<file path="config.mk">
export PLATFORM = sky130hd
export DESIGN_NAME = gshare_predictor
export DESIGN_NICKNAME = d
export VERILOG_FILES = /design/src/rtl/gshare_predictor_pkg.sv /design/src/rtl/gshare_predictor_sat_counter_update.sv /design/src/rtl/gshare_predictor.sv
export SDC_FILE = /design/constraint.sdc
export NUM_CORES = 1
export LEC_CHECK = 0
export CORE_UTILIZATION = 35
export DETAILED_ROUTE_END_ITERATION = 8
export GPL_TIMING_DRIVEN = 0
export PLACE_DENSITY = 0.61
export SLEW_MARGIN = 20
export SYNTH_ARGS = -nofsm -noshare
export SYNTH_HDL_FRONTEND = slang
export SYNTH_SLANG_ARGS = --single-unit
</file>
<file path="constraint.sdc">
create_clock -name clk -period 3.75 [get_ports clk]
set_clock_uncertainty 0.1 [all_clocks]
set_input_delay 0.9375 -clock clk [delete_from_list [all_inputs] [get_ports clk]]
set_output_delay 0.9375 -clock clk [all_outputs]
set_load 0.02 [all_outputs]
</file>
<file path="src/rtl/gshare_predictor_pkg.sv">
// Shared branch-prediction definitions: default history length, the update
// record the BEU drives from its MEM-stage fields, and the weakly-not-taken
// counter reset value expressed for any counter width.
package gshare_predictor_pkg;

    localparam int GHR_SIZE = 5;

    typedef struct packed {
        logic                valid;
        logic                taken;
        logic                mispredict;
        logic [GHR_SIZE-1:0] ghr;
        logic [GHR_SIZE-1:0] shared_index;
    } bpred_update_type;

    // Weakly not-taken: the value just below the taken threshold (MSB clear).
    function automatic int pht_weak_nt(input int counter_width);
        return (1 << (counter_width - 1)) - 1;
    endfunction

    localparam int PHT_WEAK_NT = pht_weak_nt(2);

endpackage

</file>
<file path="src/rtl/gshare_predictor_sat_counter_update.sv">
// Combinational next-state for a saturating up/down counter; shared by any
// predictor that trains per-entry confidence counters.
module sat_counter_update #(
    parameter int WIDTH = 2
) (
    input  logic [WIDTH-1:0] value,
    input  logic             taken,
    output logic [WIDTH-1:0] next
);

    // Step toward the outcome, pinning at the all-ones and all-zeros rails.
    always_comb begin
        next = value;
        if (taken && (value != {WIDTH{1'b1}})) begin
            next = value + WIDTH'(1);
        end else if (!taken && (value != '0)) begin
            next = value - WIDTH'(1);
        end
    end

endmodule

</file>
<file path="src/rtl/gshare_predictor.sv">
// gshare direction predictor: same-cycle lookup indexed by PC xor global
// history, MEM-stage counter training and speculative-history repair on
// mispredict. Optional event counters are enabled by GSHARE_PERF_COUNTERS_EN.
module gshare_predictor
    import gshare_predictor_pkg::*;
#(
    parameter int GHR_SIZE      = 5,
    parameter int COUNTER_WIDTH = 2,
    parameter int INDEX_LSB     = 1
) (
    input  logic                clk,
    input  logic                reset,
    input  logic [31:0]         fetch_pc,
    input  logic                fetch_is_branch,
    input  logic                fetch_stall,
    output logic                pred_taken,
    output logic [GHR_SIZE-1:0] pred_ghr,
    output logic [GHR_SIZE-1:0] pred_shared_index,
    input  logic                update_valid,
    input  logic                update_taken,
    input  logic                update_mispredict,
    input  logic [GHR_SIZE-1:0] update_ghr,
    input  logic [GHR_SIZE-1:0] update_shared_index
`ifdef GSHARE_PERF_COUNTERS_EN
    ,
    output logic [31:0]         perf_updates,
    output logic [31:0]         perf_mispredicts
`endif
);

    localparam int PHT_DEPTH = 1 << GHR_SIZE;
    localparam logic [COUNTER_WIDTH-1:0] WEAK_NT =
        COUNTER_WIDTH'(pht_weak_nt(COUNTER_WIDTH));

    logic [COUNTER_WIDTH-1:0] pht_q [PHT_DEPTH];
    logic [COUNTER_WIDTH-1:0] pht_d [PHT_DEPTH];
    logic [GHR_SIZE-1:0]      ghr_q;
    logic [GHR_SIZE-1:0]      ghr_d;
    logic [GHR_SIZE-1:0]      lookup_index;
    logic [COUNTER_WIDTH-1:0] trained_ctr;
    logic                     unused_pc_bits;

    // PC bits outside the index window do not take part in the lookup.
    assign unused_pc_bits = ^fetch_pc;

    // Lookup straight from registered state; a same-cycle write is not bypassed.
    always_comb begin
        lookup_index      = fetch_pc[INDEX_LSB +: GHR_SIZE] ^ ghr_q;
        pred_taken        = pht_q[lookup_index][COUNTER_WIDTH-1];
        pred_ghr          = ghr_q;
        pred_shared_index = lookup_index;
    end

    sat_counter_update #(
        .WIDTH (COUNTER_WIDTH)
    ) u_sat_counter_update (
        .value (pht_q[update_shared_index]),
        .taken (update_taken),
        .next  (trained_ctr)
    );

    // Train the entry the resolving branch looked up at fetch.
    always_comb begin
        pht_d = pht_q;
        if (update_valid) begin
            pht_d[update_shared_index] = trained_ctr;
        end
    end

    // History: mispredict repair from the carried snapshot beats the speculative shift.
    always_comb begin
        ghr_d = ghr_q;
        if (update_valid && update_mispredict) begin
            ghr_d = {update_ghr[GHR_SIZE-2:0], update_taken};
        end else if (fetch_is_branch && !fetch_stall) begin
            ghr_d = {ghr_q[GHR_SIZE-2:0], pred_taken};
        end
    end

    // State registers; reset overrides any concurrent training or repair.
    always_ff @(posedge clk) begin
        if (reset) begin
            for (int i = 0; i < PHT_DEPTH; i++) begin
                pht_q[i] <= WEAK_NT;
            end
            ghr_q <= '0;
        end else begin
            pht_q <= pht_d;
            ghr_q <= ghr_d;
        end
    end

`ifdef GSHARE_PERF_COUNTERS_EN
    logic [31:0] perf_updates_q;
    logic [31:0] perf_updates_d;
    logic [31:0] perf_mispredicts_q;
    logic [31:0] perf_mispredicts_d;

    // Event counts wrap naturally at 2**32.
    always_comb begin
        perf_updates_d     = perf_updates_q;
        perf_mispredicts_d = perf_mispredicts_q;
        if (update_valid) begin
            perf_updates_d = perf_updates_q + 32'd1;
            if (update_mispredict) begin
                perf_mispredicts_d = perf_mispredicts_q + 32'd1;
            end
        end
    end

    // Counter registers.
    always_ff @(posedge clk) begin
        if (reset) begin
            perf_updates_q     <= '0;
            perf_mispredicts_q <= '0;
        end else begin
            perf_updates_q     <= perf_updates_d;
            perf_mispredicts_q <= perf_mispredicts_d;
        end
    end

    assign perf_updates     = perf_updates_q;
    assign perf_mispredicts = perf_mispredicts_q;
`else
    // No event counters in this build.
`endif

endmodule

</file>
==> results.sh, run 1 <==
# source this file to load flow results
export IMPL_gp_congestion=0.847
export IMPL_most_common_cell="nand2_1"
export IMPL_path_cells="buf_8, xnor2_4, buf_12, mux4_2, o21ai_2, a31oi_2, or3_1, buf_6"
export IMPL_top_usage_layer="met2"
export IMPL_flop_area_sq_um=1380
export IMPL_setup_viol=1
export IMPL_nFillCells=999
export IMPL_power_density_nw_per_um2=386
export IMPL_cp_max_fo=5
export IMPL_crit_family="multiplexers"
export IMPL_ys_warn_count=0
export IMPL_placementRows=37
export IMPL_nets=516
export IMPL_sh_comb_area_pct=46.1
export IMPL_ff2ff_path_depth=16
export IMPL_synth_cell_types=39
export IMPL_startpoint_type="primary input"
export IMPL_synth_seq_share_pct=37.4
export IMPL_port_buffers=27
export IMPL_status="finished, violations left"
export IMPL_worstHoldEndpoint="pht_q[18]"
export IMPL_nonClkBufAreaFrac_pct=16.5
export IMPL_ys_cells=397
export IMPL_clk_pin_slew_ns=0.09
export IMPL_ios=60
export IMPL_multiInputGateArea_sq_um=2180
export IMPL_max_freq_mhz=262
export IMPL_clock_path_buffers=2
export IMPL_largestClassByArea="logic gates"
export IMPL_crit_end="pred_taken"
export IMPL_grt_pass1_vias=3144
export IMPL_inv_count=4
export IMPL_crit_arrival_ns=2.78
export IMPL_p_sw_share_pct=31.3
export IMPL_p_comb_mw=0.419
export IMPL_die_x_um=105
export IMPL_met1_usage_pct=28.1
export IMPL_finalCriticalPeriod_ns=3.81
export IMPL_layout_drive_gt1_share_pct=29.6
export IMPL_p_sw_mw=0.571
export IMPL_grt_start_max_net_pins=15
export IMPL_synth_top_cell_by_area="dfxtp_1"
export IMPL_worstHoldStart="pht_q[18]"
export IMPL_warnings=57
export IMPL_powerClk_mw=0.652
export IMPL_synth_cell_area_sq_um=3700
export IMPL_area_growth_pct=28.2
export IMPL_worst_r2r_endpoint="pred_ghr[0]"
export IMPL_p_total_mw=1.83
export IMPL_cpPeakStageDelay_ns=0.55
export IMPL_combinationalPowerShare_pct=22.9
export IMPL_cp_depth=8
export IMPL_slew_headroom_pct=52.2
export IMPL_finalSetupTns_ns=-0.0641
export IMPL_route_detailed_drc=0
export IMPL_worst_slack_ns=-0.0641
export IMPL_grt_use_total_pct=20.4
export IMPL_fp_nets=448
export IMPL_syn_area_per_cell_sq_um=9.31
export IMPL_wl_met1_mm=5.07
export IMPL_simple_gate_share_pct=18.9
export IMPL_logic_family="AND-OR/OR-AND gates"
export IMPL_aoi_share_pct=19.4
export IMPL_xor_share_pct=1.62
export IMPL_fin_crit_sh_pct=102
export IMPL_fa_ha_area_share_pct=0.677
export IMPL_synth_chip_area_sq_um=3700
export IMPL_grt_setup_unrepaired="true"
export IMPL_seq_share_pct=29.2
export IMPL_antennaDiodeCount=0
export IMPL_layout_top_cells="72 x nand2_1, 69 x dfxtp_1, 64 x a21oi_1, 25 x buf_4, 24 x nand3_1"
export IMPL_logic_gates=292
export IMPL_cts_buffers=9
export IMPL_seq_cell_count=69
export IMPL_reg2reg_from="pred_ghr[0]"
export IMPL_highest_layer="met4"
export IMPL_power_leakage_nw=1.64
export IMPL_antenna_found_initial=0
export IMPL_antenna_left=0
export IMPL_async_reset_ff_share_pct=0
export IMPL_post_place_ws_ns=-1.13
export IMPL_required_ns=2.71
export IMPL_viasPerCell=5.48
export IMPL_synth_cells=397
export IMPL_crit_path_start="fetch_pc[1]"
export IMPL_nClkBuffers=9
export IMPL_p_int_mw=1.25
export IMPL_area_leaders="dfxtp_1 37%, mux4_2 14%, a21oi_1 8.8%"
export IMPL_drt_iter0_drc=212
export IMPL_core_area_sq_um=10300
export IMPL_hold_viol_final=0
export IMPL_nWellTaps=136
export IMPL_hpwl_mm=7.19
export IMPL_powerSeq_mw=0.755
export IMPL_drt_pass1_iter_count=6
export IMPL_edf_count=0
export IMPL_power_top_group="sequential cells"
export IMPL_clkPwrFrac_pct=35.7
export IMPL_common_cells="72 x nand2_1, 69 x dfxtp_1, 65 x a21oi_1, 24 x nand3_1, 23 x mux4_2"
export IMPL_die_y_um=105
export IMPL_crit_type="primary input to output pin"
export IMPL_min_path_type="flip-flop to flip-flop"
export IMPL_mux_area_share_pct=16.2
export IMPL_cts_max_level=3
export IMPL_layout_top_cell="nand2_1"
export IMPL_flop_cell="dfxtp_1"
export IMPL_drv_cap=0
export IMPL_use_met3_pct=4.99
export IMPL_routedWlPerCell_um=18.2
export IMPL_root_buffer="clkbuf_8"
export IMPL_fin_cells=606
export IMPL_clock_latency_ns=0.36
export IMPL_globalRouteOverflowTotal=0
export IMPL_maxSlewViolCount=0
export IMPL_met2_usage_pct=31.4
export IMPL_fp_utilization_pct=36.0
export IMPL_max_vdd_ir_drop_mv=0.170
export IMPL_ys_flops=69
export IMPL_crit_path_end_kind="output pin"
export IMPL_cts_tree="built"
export IMPL_hold_slack_ns=0.373
export IMPL_violations="setup timing"
export IMPL_holdPathStages=2
export IMPL_place_inst=560
-- run 1: metrics by stage --
stage	utilization (%)	instance area, sq um
6_report	46.1	4740
5_1_grt	46.1	4740
4_1_cts	45.3	4660
3_5_place_dp	40.4	4160
3_3_place_gp	40.4	4150
2_1_floorplan	-	3710
-- run 1: repair_timing --
| item | in CTS | in global routing |
|---|---|---|
| hold buffers | 0 | 0 |
| endpoints found under the setup margin | 65 | 64 |
| pin swaps | 5 | 8 |
| gates resized | 29 | 9 |
| buffers inserted | 22 | 6 |
| cloned | 1 | 1 |
-- run 1: tightest hold or removal path: stages, from the launching register on --
cell and delay (ns):
dfxtp_1 0.33, a21oi_1 0.07, o21ai_2 0.05
-- run 1: flip-flops by register name (all words and copies together) (netlist names) --
| signal | flops |
|---|---|
| pred_ghr | 5 |
| pht_q | 64 |
run_1/layer_met3.png
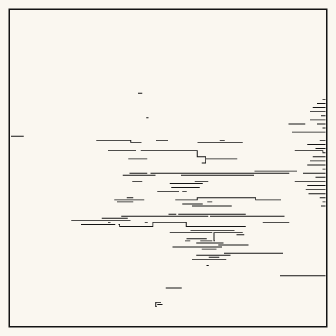
wire length on this layer: 748 um
longest straight run: 45.8 um

run_1/layer_met4.png
Scale bar: 20 um. Supply wires on this layer in gray.
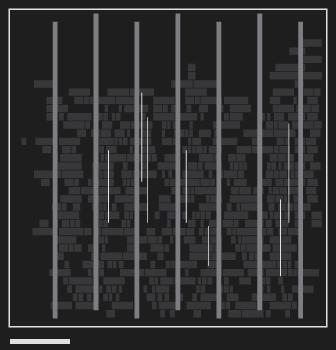
share of all routed wire: 1.7%
nets with wire on the layer: 6
longest straight run: 34.7 um
wire length on this layer: 182 um
routed via count: 3323
drt total wl: 11.0 mm

run_1/layer_met1.png
Supply wires on this layer in gray.
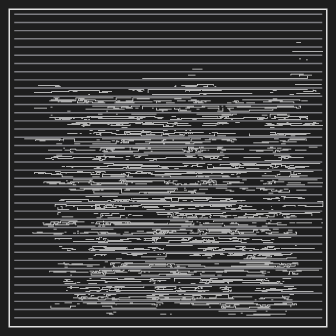
longest straight run: 54.7 um
nets with wire on the layer: 454
main direction: horizontal
share of all routed wire: 46%
wire length on this layer: 5070 um

run_1/layer_met2.png
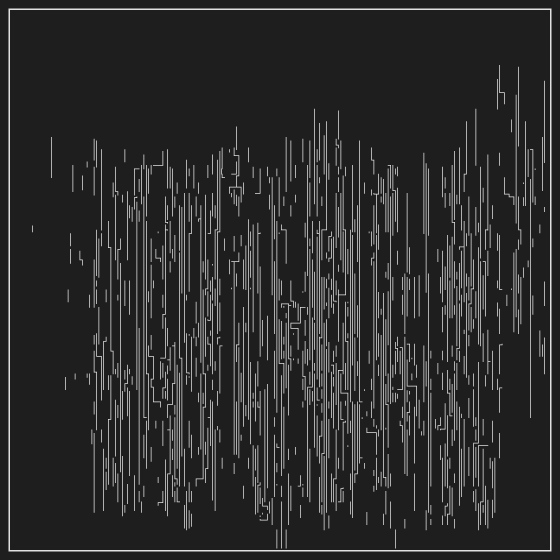

--- run 2 (diff from run 1) ---
--- a/config.mk
+++ b/config.mk
@@ -8,7 +8,7 @@
 export CORE_UTILIZATION = 35
 export DETAILED_ROUTE_END_ITERATION = 8
 export GPL_TIMING_DRIVEN = 0
-export PLACE_DENSITY = 0.61
+export PLACE_DENSITY = 0.63
 export SLEW_MARGIN = 20
 export SYNTH_ARGS = -nofsm -noshare
 export SYNTH_HDL_FRONTEND = slang
==> constraint.sdc (replaced) <==
create_clock -name clk -period 3.3 [get_ports clk]
set_clock_uncertainty 0.1 [all_clocks]
set_input_delay 0.825 -clock clk [delete_from_list [all_inputs] [get_ports clk]]
set_output_delay 0.825 -clock clk [all_outputs]
set_load 0.02 [all_outputs]
run_2/layer_met2.png
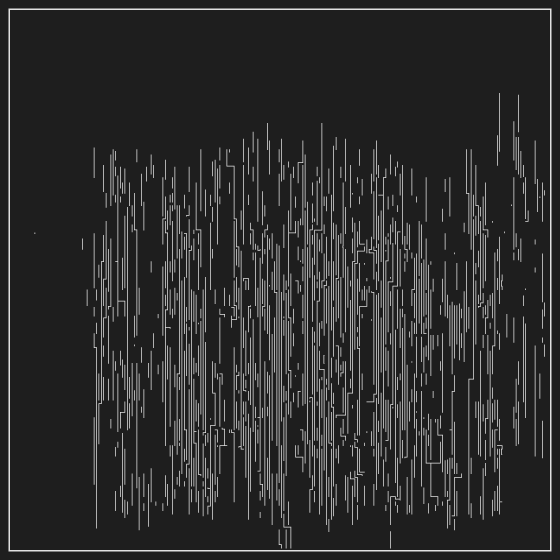
main direction: vertical
share of all routed wire: 47%
nets with wire on the layer: 438
longest straight run: 48.6 um
wire length on this layer: 5250 um
drt total wl: 11.2 mm
M2 GR Usage: 33.6%
routed via count: 3460

run_2/clocks.png
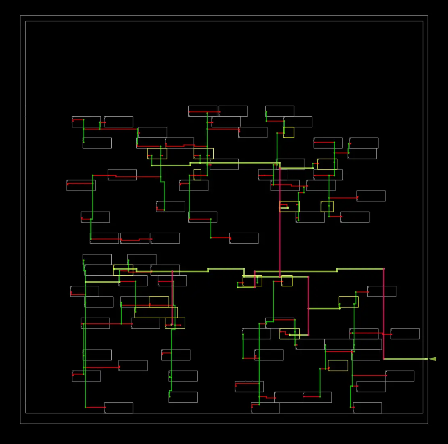
# clk buffers: 11
CTS sink cnt: 69
insertion delay at the late pin of the worst-skew pair: 0.36 ns
clock-net power: 0.726 mW
Num CTS Buffers: 9

==> results.sh, run 2 <==
# source this file to load flow results
export IMPL_status="finished, violations left"
export IMPL_violations="setup timing"
export IMPL_layout_drive_gt1_share_pct=32.8
export IMPL_most_common_cell="nand2_1"
export IMPL_power_density_nw_per_um2=426
export IMPL_maxSlewViolCount=0
export IMPL_p_sw_share_pct=29.5
export IMPL_crit_type="primary input to output pin"
export IMPL_wl_met1_mm=4.75
export IMPL_ys_flops=69
export IMPL_crit_family="multiplexers"
export IMPL_flop_cell="dfxtp_1"
export IMPL_drt_pass1_iter_count=5
export IMPL_common_cells="72 x nand2_1, 69 x dfxtp_1, 65 x a21oi_1, 24 x nand3_1, 23 x mux4_2"
export IMPL_async_reset_ff_share_pct=0
export IMPL_route_detailed_drc=0
export IMPL_edf_count=0
export IMPL_grt_start_max_net_pins=13
export IMPL_hold_slack_ns=0.369
export IMPL_synth_cell_types=39
export IMPL_warnings=58
export IMPL_nets=522
export IMPL_grt_use_total_pct=20.6
export IMPL_hpwl_mm=7.18
export IMPL_drv_cap=0
export IMPL_combinationalPowerShare_pct=24.0
export IMPL_worst_slack_ns=-0.259
export IMPL_cts_setup_buffers=27
export IMPL_drt_iter0_drc=243
export IMPL_ys_warn_count=0
export IMPL_fp_nets=448
export IMPL_core_area_sq_um=10300
export IMPL_highest_layer="met4"
export IMPL_fa_ha_area_share_pct=0.677
export IMPL_largest_reg_flops=64
export IMPL_p_comb_mw=0.500
export IMPL_post_place_ws_ns=-1.36
export IMPL_crit_path_start="fetch_pc[1]"
export IMPL_area_leaders="dfxtp_1 37%, mux4_2 14%, a21oi_1 8.8%"
export IMPL_post_route_util_pct=47.6
export IMPL_top_usage_layer="met2"
export IMPL_finalInstanceArea_sq_um=4890
export IMPL_crit_path_end_kind="output pin"
export IMPL_clkPwrFrac_pct=34.8
export IMPL_worstHoldEndpoint="pht_q[56]"
export IMPL_startpoint_type="primary input"
export IMPL_slew_headroom_pct=51.5
export IMPL_clk_pin_slew_ns=0.07
export IMPL_cp_max_fo=8
export IMPL_p_total_mw=2.09
export IMPL_max_vdd_ir_drop_mv=0.198
export IMPL_fin_crit_sh_pct=108
export IMPL_syn_area_per_cell_sq_um=9.31
export IMPL_die_y_um=105
export IMPL_cts_tree="built"
export IMPL_cpPeakStageDelay_ns=0.53
export IMPL_p_sw_mw=0.614
export IMPL_setup_viol=1
export IMPL_fp_utilization_pct=36.0
export IMPL_synth_chip_area_sq_um=3700
export IMPL_regMostFlops="pht_q"
export IMPL_worst_r2r_endpoint="pred_ghr[0]"
export IMPL_synth_cells=397
export IMPL_power_leakage_nw=1.68
export IMPL_holdPathStages=2
export IMPL_ctsResizeCount=42
export IMPL_globalRouteOverflowTotal=0
export IMPL_synth_cell_area_sq_um=3700
export IMPL_crit_arrival_ns=2.63
export IMPL_logic_family="AND-OR/OR-AND gates"
export IMPL_gp_congestion=0.810
export IMPL_simple_gate_share_pct=18.9
export IMPL_ff2ff_path_depth=14
export IMPL_xor_share_pct=1.62
export IMPL_ios=60
export IMPL_antennaDiodeCount=0
export IMPL_p_int_mw=1.47
export IMPL_required_ns=2.37
export IMPL_antenna_found_initial=0
export IMPL_synth_top_cell_by_area="dfxtp_1"
export IMPL_placed_cell_area_sq_um=4170
export IMPL_layout_top_cells="72 x nand2_1, 69 x dfxtp_1, 63 x a21oi_1, 24 x nand3_1"
export IMPL_power_top_group="sequential cells"
export IMPL_die_x_um=105
export IMPL_met1_usage_pct=26.6
export IMPL_synth_seq_share_pct=37.4
export IMPL_grt_setup_unrepaired="true"
export IMPL_aoi_share_pct=19.4
export IMPL_antenna_left=0
export IMPL_reg2reg_from="pred_ghr[0]"
run_2/layer_met3.png
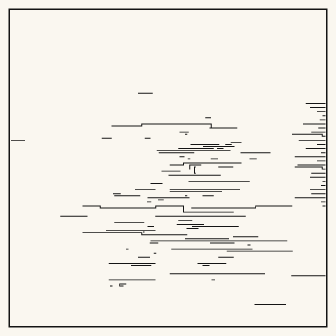
main direction: horizontal
share of all routed wire: 8.0%

-- run 2: logic make-up (layout without fill, tap and decap cells) --
group,count (synthesis),after routing
buf+inv,36,114
fa+ha+maj,2,2
mux,31,31
compound gates,118,118
flops,69,69
xor+xnor,6,7
simple gates,135,135
-- run 2: area by class of cell --
cell class	instances	area, sq um
clock buffer	11	151
timing repair buffer	62	627
buffer	32	228
clock inverter	5	58.8
sequential	69	1380
fill	956	5380
tap	136	170
multi-input combinational	293	2260
inverter	4	15.0
-- run 2: stage by stage --
| stage | TNS, ns | instances |
|---|---|---|
| after floorplan | -0.0362 | 397 |
| after global placement | -59.11 | 560 |
| after detailed placement | -60.37 | 560 |
| after CTS | -0.243 | 606 |
| after global routing | -0.411 | 612 |
| final | -0.259 | 612 |
Power is estimated from default activity; no workload was simulated.
